--- config.mk ---
export PLATFORM = sky130hd
export DESIGN_NAME = mem_arbiter
export DESIGN_NICKNAME = d
export VERILOG_FILES = /design/src/rtl/mem_arbiter.sv
export SDC_FILE = /design/constraint.sdc
export NUM_CORES = 1
export LEC_CHECK = 0
export CORE_AREA = 2 2 100 102
export DETAILED_ROUTE_END_ITERATION = 6
export DIE_AREA = 0 0 102 104
export REMOVE_ABC_BUFFERS = 1
export SYNTH_ARGS = -nofsm -noshare
export SYNTH_HDL_FRONTEND = slang
export SYNTH_SLANG_ARGS = --single-unit
--- constraint.sdc ---
create_clock -name clk -period 2.2 [get_ports clk]
set_clock_uncertainty 0.15 [all_clocks]
set_input_delay 0.44 -clock clk [delete_from_list [all_inputs] [get_ports clk]]
set_output_delay 0.44 -clock clk [all_outputs]
set_load 0.02 [all_outputs]
--- src/rtl/mem_arbiter.sv ---
// Arbitrates the instruction-fetch and load/store ports onto one single-port synchronous memory.
// Zero-latency grants, one-cycle read response, fixed (with starvation guard) or round-robin priority.
module mem_arbiter #(
  parameter int XLEN     = 32,
  parameter int ADDR_W   = 13,
  parameter int RR_MODE  = 0,
  parameter int MAX_WAIT = 4
) (
  input  logic                clk,
  input  logic                rst_n,
  input  logic                i_if_req,
  input  logic [31:0]         i_if_addr,
  output logic                o_if_gnt,
  output logic                o_if_rvalid,
  output logic [XLEN-1:0]     o_if_rdata,
  input  logic                i_d_req,
  input  logic                i_d_we,
  input  logic [XLEN/8-1:0]   i_d_be,
  input  logic [31:0]         i_d_addr,
  input  logic [XLEN-1:0]     i_d_wdata,
  output logic                o_d_gnt,
  output logic                o_d_rvalid,
  output logic [XLEN-1:0]     o_d_rdata,
  output logic                o_mem_en,
  output logic                o_mem_we,
  output logic [XLEN/8-1:0]   o_mem_be,
  output logic [ADDR_W-1:0]   o_mem_addr,
  output logic [XLEN-1:0]     o_mem_wdata,
  input  logic [XLEN-1:0]     i_mem_rdata,
  output logic                o_stall
);

  localparam int                BE_W     = XLEN / 8;
  localparam int                WCNT_W   = $clog2(MAX_WAIT + 1);
  localparam logic [WCNT_W-1:0] WAIT_LIM = WCNT_W'(MAX_WAIT);

  typedef enum logic {
    OWN_IF = 1'b0,
    OWN_D  = 1'b1
  } owner_e;

  logic              rr_ptr_q, rr_ptr_d;
  logic [WCNT_W-1:0] wait_cnt_q, wait_cnt_d;
  logic              rd_pend_q, rd_pend_d;
  owner_e            rd_owner_q, rd_owner_d;

  logic if_gnt;
  logic d_gnt;
  logic both_req;

  // High address bits only alias within a region.
  logic unused_addr_bits;
  assign unused_addr_bits = ^{i_if_addr[31:ADDR_W-1], i_d_addr[31:ADDR_W-1]};

  assign both_req = i_if_req & i_d_req;

  always_comb begin
    if_gnt = 1'b0;
    d_gnt  = 1'b0;
    if (rst_n) begin
      if (i_if_req && !i_d_req) begin
        if_gnt = 1'b1;
      end else if (i_d_req && !i_if_req) begin
        d_gnt = 1'b1;
      end else if (both_req) begin
        if (RR_MODE != 0) begin
          if (rr_ptr_q) if_gnt = 1'b1;
          else          d_gnt  = 1'b1;
        end else begin
          // Starvation guard: fetch wins once it has been denied MAX_WAIT times in a row.
          if (wait_cnt_q == WAIT_LIM) if_gnt = 1'b1;
          else                        d_gnt  = 1'b1;
        end
      end
    end
  end

  assign o_if_gnt = if_gnt;
  assign o_d_gnt  = d_gnt;
  assign o_stall  = (i_if_req & ~if_gnt) | (i_d_req & ~d_gnt);

  always_comb begin
    o_mem_en    = 1'b0;
    o_mem_we    = 1'b0;
    o_mem_be    = '0;
    o_mem_addr  = '0;
    o_mem_wdata = '0;
    if (if_gnt) begin
      o_mem_en   = 1'b1;
      o_mem_be   = {BE_W{1'b1}};
      o_mem_addr = {1'b0, i_if_addr[ADDR_W-2:0]};
    end else if (d_gnt) begin
      o_mem_en    = 1'b1;
      o_mem_we    = i_d_we;
      o_mem_be    = i_d_we ? i_d_be : {BE_W{1'b1}};
      o_mem_addr  = {1'b1, i_d_addr[ADDR_W-2:0]};
      o_mem_wdata = i_d_wdata;
    end
  end

  always_comb begin
    rr_ptr_d   = rr_ptr_q;
    wait_cnt_d = wait_cnt_q;
    rd_pend_d  = if_gnt | (d_gnt & ~i_d_we);
    rd_owner_d = d_gnt ? OWN_D : OWN_IF;
    if (if_gnt || d_gnt) begin
      rr_ptr_d = ~rr_ptr_q;
    end
    if (!i_if_req || if_gnt) begin
      wait_cnt_d = '0;
    end else if (RR_MODE == 0 && wait_cnt_q != WAIT_LIM) begin
      wait_cnt_d = wait_cnt_q + 1'b1;
    end
  end

  always_ff @(posedge clk) begin
    if (!rst_n) begin
      rr_ptr_q   <= 1'b0;
      wait_cnt_q <= '0;
      rd_pend_q  <= 1'b0;
      rd_owner_q <= OWN_IF;
    end else begin
      rr_ptr_q   <= rr_ptr_d;
      wait_cnt_q <= wait_cnt_d;
      rd_pend_q  <= rd_pend_d;
      rd_owner_q <= rd_owner_d;
    end
  end

  // A read in flight when reset asserts is dropped rather than returned.
  assign o_if_rvalid = rst_n & rd_pend_q & (rd_owner_q == OWN_IF);
  assign o_d_rvalid  = rst_n & rd_pend_q & (rd_owner_q == OWN_D);
  assign o_if_rdata  = o_if_rvalid ? i_mem_rdata : '0;
  assign o_d_rdata   = o_d_rvalid  ? i_mem_rdata : '0;

endmodule

==> reports/metrics.yaml, run 1 <==
setup_path:
  cp_max_fo: 8
  crit_chain: "inv_1 > ha_4 > nand3_2 > nand3_4 > inv_8 > clkbuf_16 > a22o_1 > buf_4"
  required_ns: 1.61
  reg2reg_from: "wait_cnt_q[1]"
  critPathTopFamily: "buffers and inverters"
  crit_path_max_incr_delay_ns: 0.30
  reg2reg_to: "rd_pend_q"
  crit_path_end_kind: "output pin"
  startpoint: "wait_cnt_q[1]"
  worstSetupPathDepth: 8
power:
  ir_worst_vdd_uv: 133.7
  power.share.clock_pct: 22.4
  intPower_w: 0.0004992
  sequentialPowerShare_pct: 12.8
  p_comb_share_pct: 64.8
  p_seq_w: 0.0000966
placement:
  numPlacedInstances: 510
  dpl-instance-area_mm2: 0.003485
  port_buffers: 216
synthesis:
  yosysTopAreaCellShare_pct: 54.56
  avgSynthCellArea_um2: 6.909
  ys_cells: 161
  netlist_area_mm2: 0.001112
  synthTopCellsByArea: "and2_1 55%, a22o_1 9.4%, dfxtp_1 9.0%"
  largest_area_cell: "and2_1"
  postSynthCellCount: 161
grt:
  grt_pass1_vias: 1849
route:
  drc: 0
  first_pass_iters: 3
  num_vias: 1963
  drt_iter0_drc: 33
min_path:
  worstHoldPathCells: 2
  hold_end: "wait_cnt_q[0]"
  min_from: "wait_cnt_q[0]"
  hp-class: "reg2reg"
clock_network:
  clockRootBuffer: "clkbuf_8"
  postCtsSetupRepairBufs: 0
  cts_resized: 365
  clk_pin_slew_ns: 0.03
sta:
  fin_crit_ns: 2.101
  relSlewSlack_pct: 84.43
  finalMaxSlewViolations: 0
  setup_viol: 0
final_layout:
  layout_top_cell: "and2_1"
  area_growth_pct: 199.6
  fillers: 1046
  sh_comb_area_pct: 27.68
  combGateArea_um2: 922.1
run_status:
  status: "finished clean"
floorplanning:
  core_area_mm2: 0.009549
  die_h_um: 104
  std_cell_rows: 36
run:
  max_cap_viol_count: 0
==> run 1: per-layer routing <==
metal / part of all wire, % / wire length [um] / global-route usage [%]
met3: 15 / 1037 / 5.040
met4: 0.48 / 32 / 2.286
met1: 33 / 2190 / 10.79
met2: 51 / 3441 / 21.29
met5: 0 / 0 / 0
==> run 1: cells by family after synthesis <==
| group | after synthesis | synth area share [%] |
|---|---|---|
| AOI/OAI and AO/OA | 19 | 13.50 |
| adders and majority gates | 2 | 2.249 |
| buffers and inverters | 18 | 10.57 |
| DFF | 5 | 8.999 |
| muxes | 1 | 0.8999 |
| and+or+nand+nor | 116 | 63.78 |
==> run 1: flip-flops by register name, indices dropped and copies added, names as in the netlist <==
signal      count
rd_owner_q      1
rd_pend_q       1
wait_cnt_q      3
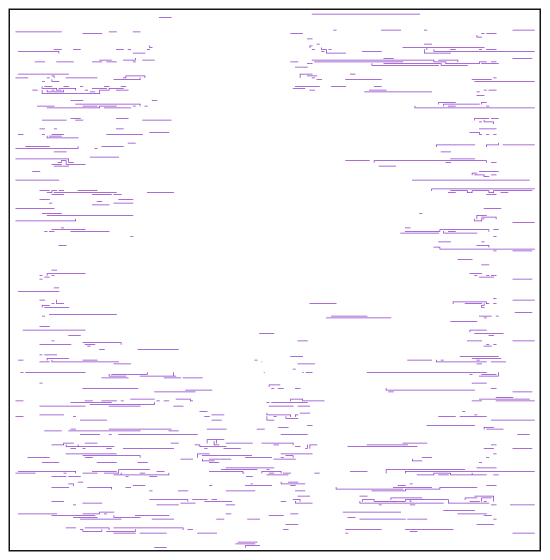
Figure 1: run 1, met1 routing.
nets with wire on the layer	380
main direction	horizontal

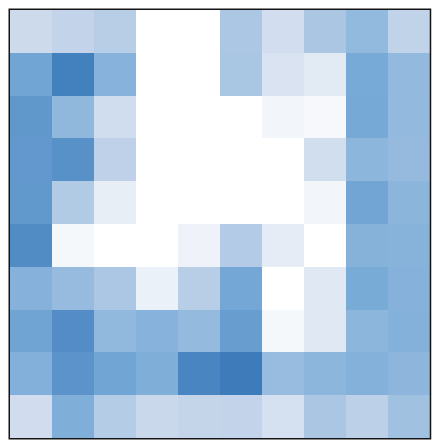
Figure 2: run 1, cell density map.
The die is cut into 10 by 10 equal tiles; white is low, dark blue is high, 0 to 100% covered.
mean over tiles	30%
fullest tile	70%
nearly empty tiles	19%

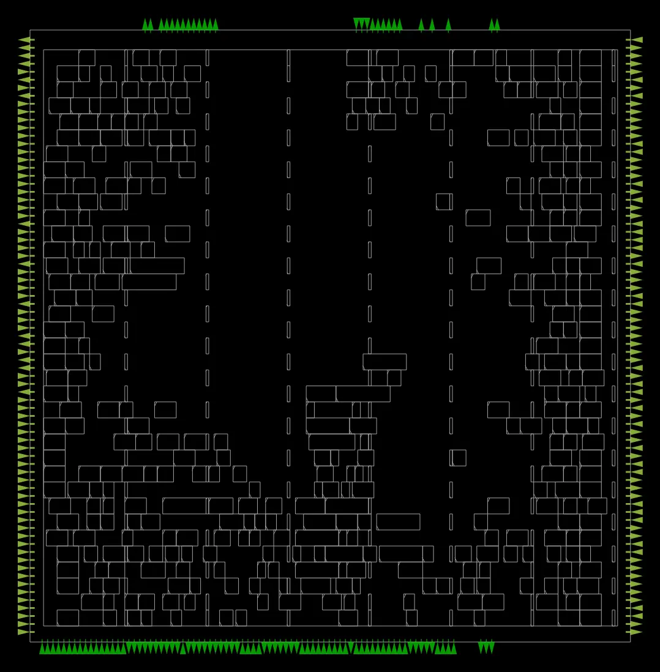
Figure 3: run 1, cell outlines without signal wires.
Core Util, Final: 34.89%
flop share of the area: 3.042%
Tap Cells: 133

==> run 2: changes to the inputs <==
CTS_BUF_LIST = sky130_fd_sc_hd__clkbuf_8   (was default)
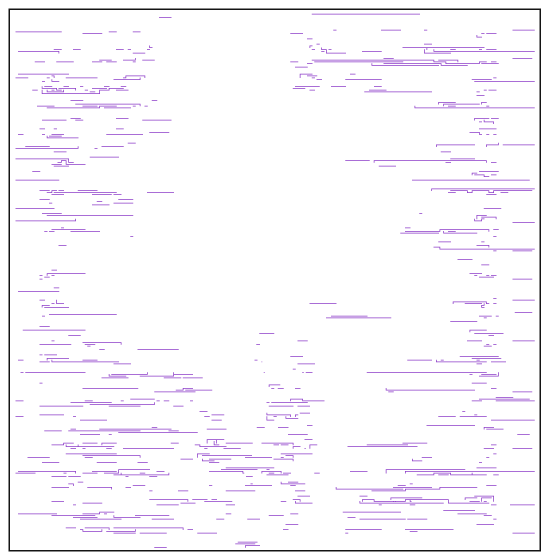
Figure 4: run 2, met1 routing.
nets with wire on the layer	380
longest straight run	24.8 um
share of all routed wire	33%
wire length on this layer	2,200 um

==> run 2 against run 1 <==
Compared with the run above:
- area after synthesis did not move
- die size did not move
- fmax barely moved
- hold slack barely moved
- core utilization did not move
- power fell by 0.55%
- wire length barely moved
- global-route usage barely moved
- non-clock buffer count did not move
- cell count did not move
- cell area did not move
- largest power group unchanged
==> reports/metrics.yaml, run 2 <==
synthesis:
  ys_sh_aoi_pct: 13.50  # unchanged
  netlist_area_mm2: 0.001112  # unchanged
  avgSynthCellArea_um2: 6.909  # unchanged
  simple_gate_area_share_pct: 63.78  # unchanged
  ys_cells: 161  # unchanged
  ys_sh_mux_pct: 0.8999  # unchanged
  ys_sh_xor_pct: 0  # unchanged
  synthTopCellsByArea: "and2_1 55%, a22o_1 9.4%, dfxtp_1 9.0%"
  postSynthCellCount: 161  # unchanged
clock_network:
  clk_pin_slew_ns: 0.03  # about the same
  postCtsSetupRepairBufs: 0  # unchanged
  clockRootBuffer: "clkbuf_8"
route:
  wl_met1_um: 2196  # +0.27%
  dr_wl_met2_um: 3440  # about the same
  drc: 0  # unchanged
  top_layer: "met4"
  drt_iter0_drc: 34  # +3.0%
  num_vias: 1959  # -0.20%
sta:
  relSlewSlack_pct: 84.40  # about the same
  setup_viol: 0  # unchanged
floorplanning:
  die_h_um: 104  # unchanged
  core_area_mm2: 0.009549  # unchanged
  std_cell_rows: 36  # unchanged
power:
  ir_worst_vdd_uv: 133.7  # about the same
  p_comb_share_pct: 65.2  # +0.4 points
grt:
  top_usage_layer: "met2"
  grtUsageMet1_pct: 10.75  # -0.041 points
  grt_util_met2_pct: 21.29  # unchanged
  grt_pass1_vias: 1849  # unchanged
min_path:
  worstHoldPathCells: 2  # unchanged
  hp-class: "reg2reg"
  hold_end: "wait_cnt_q[0]"
final_layout:
  top_register: "wait_cnt_q"
  layout_top_cell: "and2_1"
  largest_reg_flops: 3  # unchanged
  area_growth_pct: 199.6  # unchanged
setup_path:
  required_ns: 1.61  # about the same
  crit_chain: "inv_1 > ha_4 > nand3_2 > nand3_4 > inv_8 > clkbuf_16 > a22o_1 > buf_4"
  crit_path_end_kind: "output pin"
  startpoint: "wait_cnt_q[1]"
  cp_max_fo: 8  # unchanged
  crit_path_max_incr_delay_ns: 0.30  # about the same
  reg2reg_from: "wait_cnt_q[1]"
placement:
  dpl-instance-area_mm2: 0.003485  # unchanged
  numPlacedInstances: 510  # unchanged
  port_buffers: 216  # unchanged
run_status:
  status: "finished clean"
run:
  max_cap_viol_count: 0  # unchanged
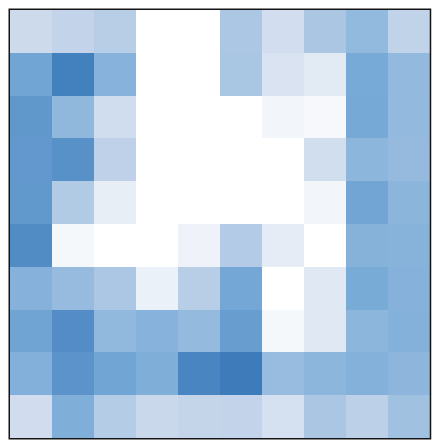
Figure 5: run 2, cell density map.
The die is cut into 10 by 10 equal tiles; white is low, dark blue is high, 0 to 100% covered.
mean over tiles	30%
densest ninth of the die	bottom left
nearly empty tiles	19%
fullest tile	70%

[run 2: power groups by stage]
| stage | Sequential [W] | Combinational [W] | Clock, W |
|---|---|---|---|
| after global placement | 0.0000972 | 0.000522 | 0 |
| after global routing | 0.0000971 | 0.000522 | 0.000180 |
| after detailed placement | 0.0000974 | 0.000525 | 0 |
| after floorplan | 0.0000972 | 0.000168 | 0 |
| final | 0.0000966 | 0.000489 | 0.000164 |
| after CTS | 0.0000961 | 0.000478 | 0.000169 |
[run 2: worst max-delay path: cells and delay by family, from the launching register on]
family / cells / cell delay [ns]
flip-flops: 1 / 0.30
AND/OR/NAND/NOR: 2 / 0.20
AND-OR/OR-AND: 1 / 0.19
adder cells (fa/ha/maj): 1 / 0.14
buffers and inverters: 4 / 0.46
Power figures rest on the tool's default switching activity, not on a simulated workload.
